## config.mk

```make
export PLATFORM = sky130hd
export DESIGN_NAME = cgra_cfg_loader
export DESIGN_NICKNAME = d
export VERILOG_FILES = /design/src/rtl/cgra_cfg_loader.sv
export SDC_FILE = /design/constraint.sdc
export NUM_CORES = 1
export LEC_CHECK = 0
export CELL_PAD_IN_SITES_DETAIL_PLACEMENT = 2
export CELL_PAD_IN_SITES_GLOBAL_PLACEMENT = 2
export CORE_MARGIN = 1
export CORE_UTILIZATION = 30
export CTS_CLUSTER_DIAMETER = 40
export DETAILED_ROUTE_END_ITERATION = 12
export PLACE_DENSITY = 0.76
export SLEW_MARGIN = 30
export SYNTH_ARGS = -nofsm -noshare
export SYNTH_HDL_FRONTEND = slang
export SYNTH_SLANG_ARGS = --single-unit
```

## constraint.sdc

```tcl
create_clock -name clock -period 1.9 [get_ports clock]
set_input_delay 0.285 -clock clock [delete_from_list [all_inputs] [get_ports clock]]
set_output_delay 0.285 -clock clock [all_outputs]
set_load 0.02 [all_outputs]
```

## src/rtl/cgra_cfg_loader.sv

```systemverilog
// cgra_cfg_loader: assembles 8-bit PE control words from a 4-bit nibble
// stream and commits them atomically from a shadow bank to the live bank.
// Optional feature macro: CFG_CHECKSUM_EN adds an XOR checksum nibble after
// the data phase (CHK state); the default build has no CHK and cfg_error = 0.
//
// Handshake: a nibble transfers at a rising clock edge when cfg_valid and
// cfg_ready are both 1. cfg_ready depends on the FSM state only (never on
// cfg_valid); the source holds cfg_data stable while cfg_valid is 1 and
// not yet accepted.
module cgra_cfg_loader #(
   parameter int NUM_PE = 4,
   parameter int CTRL_W = 8
) (
   input  logic                       clock,
   input  logic                       reset,
   input  logic [3:0]                 cfg_data,
   input  logic                       cfg_valid,
   output logic                       cfg_ready,
   output logic [CTRL_W*NUM_PE-1:0]   ctrl_signals_out,
   output logic [NUM_PE-1:0]          pe_en,
   output logic                       busy,
   output logic                       cfg_loaded,
   output logic                       cfg_error,
   output logic [2:0]                 fsm_state
);

   localparam int IDX_W = (NUM_PE > 1) ? $clog2(NUM_PE) : 1;
   localparam logic [IDX_W-1:0] LAST_IDX = IDX_W'(NUM_PE - 1);

   localparam logic [3:0] CMD_LOAD = 4'hA;
   localparam logic [3:0] CMD_RUN  = 4'h3;
   localparam logic [3:0] CMD_HALT = 4'h5;

   typedef enum logic [2:0] {
      S_IDLE   = 3'd0,
      S_HI     = 3'd1,
      S_LO     = 3'd2,
`ifdef CFG_CHECKSUM_EN
      S_CHK    = 3'd3,
`endif
      S_COMMIT = 3'd4
   } state_t;

   state_t                     state, next_state;
   logic                       accept;
   logic [IDX_W-1:0]           idx;
   logic [CTRL_W*NUM_PE-1:0]   shadow;
   logic [CTRL_W*NUM_PE-1:0]   live;
   logic                       run;
   logic                       loaded;

`ifdef CFG_CHECKSUM_EN
   logic [3:0]                 acc;
   logic                       err;
`endif

   // State register.
   always_ff @(posedge clock or posedge reset) begin
      if (reset) state <= S_IDLE;
      else       state <= next_state;
   end

   // Next-state logic and handshake acceptance.
   always_comb begin
      next_state = state;
      cfg_ready  = (state != S_COMMIT);
      accept     = cfg_valid && cfg_ready;
      case (state)
         S_IDLE: begin
            if (accept && cfg_data == CMD_LOAD) next_state = S_HI;
         end
         S_HI: begin
            if (accept) next_state = S_LO;
         end
         S_LO: begin
            if (accept) begin
               if (idx != LAST_IDX) next_state = S_HI;
`ifdef CFG_CHECKSUM_EN
               else                 next_state = S_CHK;
`else
               else                 next_state = S_COMMIT;
`endif
            end
         end
`ifdef CFG_CHECKSUM_EN
         S_CHK: begin
            if (accept) next_state = (cfg_data == acc) ? S_COMMIT : S_IDLE;
         end
`endif
         S_COMMIT: next_state = S_IDLE;
         default:  next_state = S_IDLE;
      endcase
   end

   // Datapath: command handling, shadow fill, index and atomic commit.
   always_ff @(posedge clock or posedge reset) begin
      if (reset) begin
         idx    <= '0;
         shadow <= '0;
         live   <= '0;
         run    <= 1'b0;
         loaded <= 1'b0;
`ifdef CFG_CHECKSUM_EN
         acc    <= 4'h0;
         err    <= 1'b0;
`endif
      end else begin
         case (state)
            S_IDLE: begin
               if (accept) begin
                  if (cfg_data == CMD_LOAD) begin
                     idx <= '0;
`ifdef CFG_CHECKSUM_EN
                     acc <= 4'h0;
                     err <= 1'b0;
`endif
                  end else if (cfg_data == CMD_RUN) begin
                     if (loaded) run <= 1'b1;
                  end else if (cfg_data == CMD_HALT) begin
                     run <= 1'b0;
                  end
               end
            end
            S_HI: begin
               if (accept) begin
                  shadow[{idx, 3'b100} +: 4] <= cfg_data;
`ifdef CFG_CHECKSUM_EN
                  acc <= acc ^ cfg_data;
`endif
               end
            end
            S_LO: begin
               if (accept) begin
                  shadow[{idx, 3'b000} +: 4] <= cfg_data;
`ifdef CFG_CHECKSUM_EN
                  acc <= acc ^ cfg_data;
`endif
                  if (idx != LAST_IDX) idx <= idx + 1'b1;
               end
            end
`ifdef CFG_CHECKSUM_EN
            S_CHK: begin
               if (accept && cfg_data != acc) err <= 1'b1;
            end
`endif
            S_COMMIT: begin
               live   <= shadow;
               loaded <= 1'b1;
            end
            default: ;
         endcase
      end
   end

   assign ctrl_signals_out = live;
   assign pe_en            = {NUM_PE{run}};
   assign busy             = (state != S_IDLE);
   assign cfg_loaded       = loaded;
   assign fsm_state        = state;
`ifdef CFG_CHECKSUM_EN
   assign cfg_error        = err;
`else
   assign cfg_error        = 1'b0;
`endif

endmodule
```

m3.png
Scale: 4 px per µm.
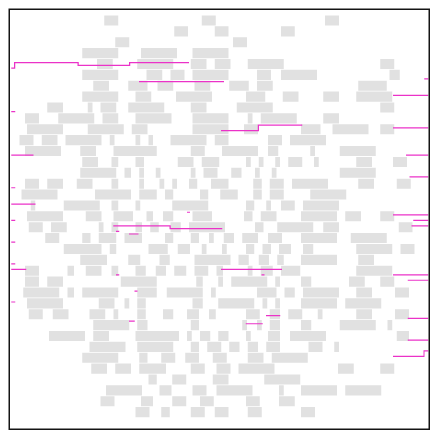
nets with wire on the layer = 28
longest straight run = 20.9 µm

closeup.png
Region (53, 53) to (103, 103) µm. Cells in gray, sequential cells in the stronger gray; small squares are vias.
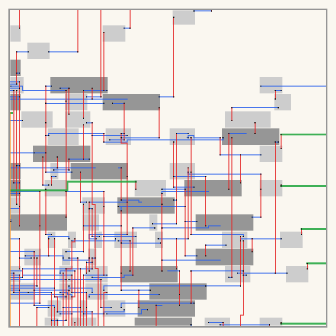
M4 -> orange
M3 -> green
M1 -> blue
M2 -> red
sequential cells in the window = 14
cells with their middle in the window = 60
netlist names of flops here include = ctrl_signals_out (8), shadow (6)
most frequent = dfrtp_1 (14), clkdlybuf4s50_1 (10), mux2_2 (9)

m4.png
Scale: 4 px per µm. Supply wires on this layer in gray.
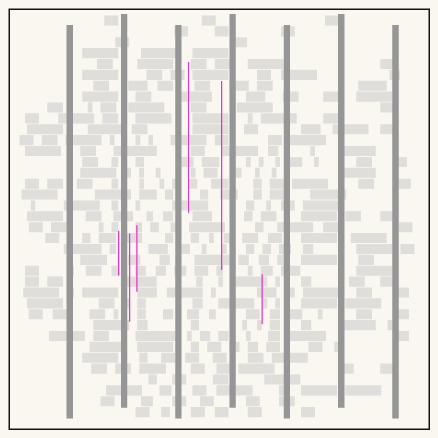
share of all routed wire = 2.0%
main direction = vertical
wire length on this layer = 146 µm
longest straight run = 46.9 µm

clock_nets.png
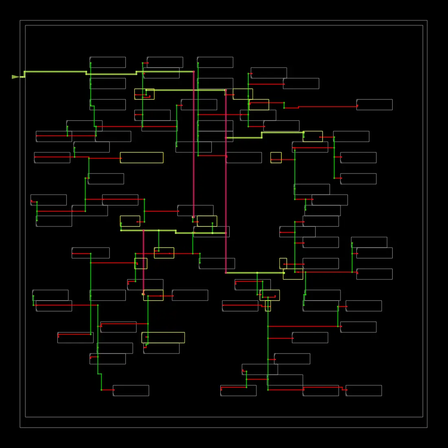
Clk Latency, worst-skew pair: 0.35 ns
clock sinks: 71
largest clock skew in the final design: 0.0148 ns
count of clock buffers in the final design: 11
clock distribution power: 1.34 mW

==> run summary <==
Implementation numbers.

- The flow ran to the end, and the final reports show no timing, DRC or antenna violations.
- The first global-routing pass estimated 12900 µm of wire.
- The biggest area contributor in the post-synthesis netlist is sky130_fd_sc_hd__dfrtp_1.
- The sequential portion of the cell area is 43.8%.
- The placed cell count is 432.
- The wire length recorded after detailed routing is 7440 µm.
- The met1 global-route usage is 19.1%.
- The final critical path takes up 95.5% of the cycle.
- Summed over all layers, the global routing overflow is 0.
- The non-filler instance count after layout is 449.
- The vertical die dimension is 105 µm.
- The number of setup buffers added after CTS is 1.
- The number of antenna violations at the first check in global routing is 0.
- The synthesized instance count is 248.
- The warning total across the stage logs is 30.
- TritonRoute output was used to compute an average wire per cell of 16.6 µm.
- The clock period minus worst slack is 1.81 ns.
- The number of global-route vias before repair was 2407.
- The amount of wire on met2 after detailed routing is 3750 µm.
- Sorting the synthesized cells by area gives the leading types as sky130_fd_sc_hd__dfrtp_1, sky130_fd_sc_hd__mux2_2, sky130_fd_sc_hd__mux2i_1.
- The overall via count from detail_route is 2109.
- The number of combinational gates with multiple inputs is 147.
- The synthesis log from Yosys contains 0 warnings.
- The floorplan step defined a core boundary enclosing 10300 µm².
- The ratio of cells with drive above 1 in the final layout is 29.1%.
- After the last flow step, the layout net total stands at 320.
- Per the detail_route report, vias per standard cell equal 4.70.
- The number of DRC violations after detailed-routing iteration 0 is 83.
- The number of logic stages on the critical path including buffering is 2.
- The fraction of synthesis flops using an asynchronous set or reset pin is 100%.
- The number of cells on the worst reg-to-reg path is 4.
- The CTS tree is yes.
- The register area is 1780 µm².
- The area fraction of clock buffers and clock inverters is 5.48%.
- The power group with the largest share is registers.
- The count of buffers not belonging to the clock network in the layout is 65.
- TritonRoute reported its final design rule violation total as 0.
- The max-slew violation count is 0.
- The net count of the mapped netlist is 260.
- In this run the cell area of the synthesized design comes to 3160 µm².
- The kind of cell adding the most delay to the critical path is buffers and inverters.
- The power density relative to cell area is 1180 nW/µm².
- In the synthesis report, Yosys lists the chip area as 3160 µm².
- The power report lists cell-internal power as 3.21 mW.
- The total area of multi-input combinational cells is 1220 µm².
- The synth_stat.txt file lists the number of cells as 248.
- For this run, global-route usage on met3 was measured as 4.12%.
- The final worst slack is 0.0859 ns.
- The cell sitting at the root of the clock tree is a sky130_fd_sc_hd__clkbuf_8.
- The layer flagged by global routing as most heavily used is met2.
- After synthesis, the netlist uses 36 different library cells.
- The global routing usage on met2 is 25.5%.
- In this run, post-CTS repair resized a total of 4 instances.
- The number of sequential cells reported for the layout is 71.
- The power drawn by the combinational cells is 1.47 mW.
- The H-tree generated during clock tree synthesis spans 3 levels.
- The slowest cell on the critical path is sky130_fd_sc_hd__clkdlybuf4s50_1.
- The capture point of the worst path is fsm_state[2].
- The proportion of final cell area spent on non-clock buffers is 15.2%.
- Hold timing on the final database bottoms out at a slack of 0.386 ns.
- The leading cell type by number of instances after synthesis is sky130_fd_sc_hd__dfrtp_1.
- The fill cell total of the finished layout is 1075.
- The largest stage delay on the critical path is 0.61 ns.
- Of the total synthesized cell area, the portion taken by AND, OR, NAND and NOR gates is 12.0%.
- The switching component of the power is 1.58 mW.
- From the final report, the count of setup violators was given as 0.
- Per the post-route antenna check, the number of violating nets is 0.
- Leaving out the clock tree, the finished layout contains an inverter count of 14.
- Among all cell classes, the greatest summed area belongs to registers.
- The critical path start-end classification is reg -> out.
No activity file was given, so power comes from the tool's default toggle rates.
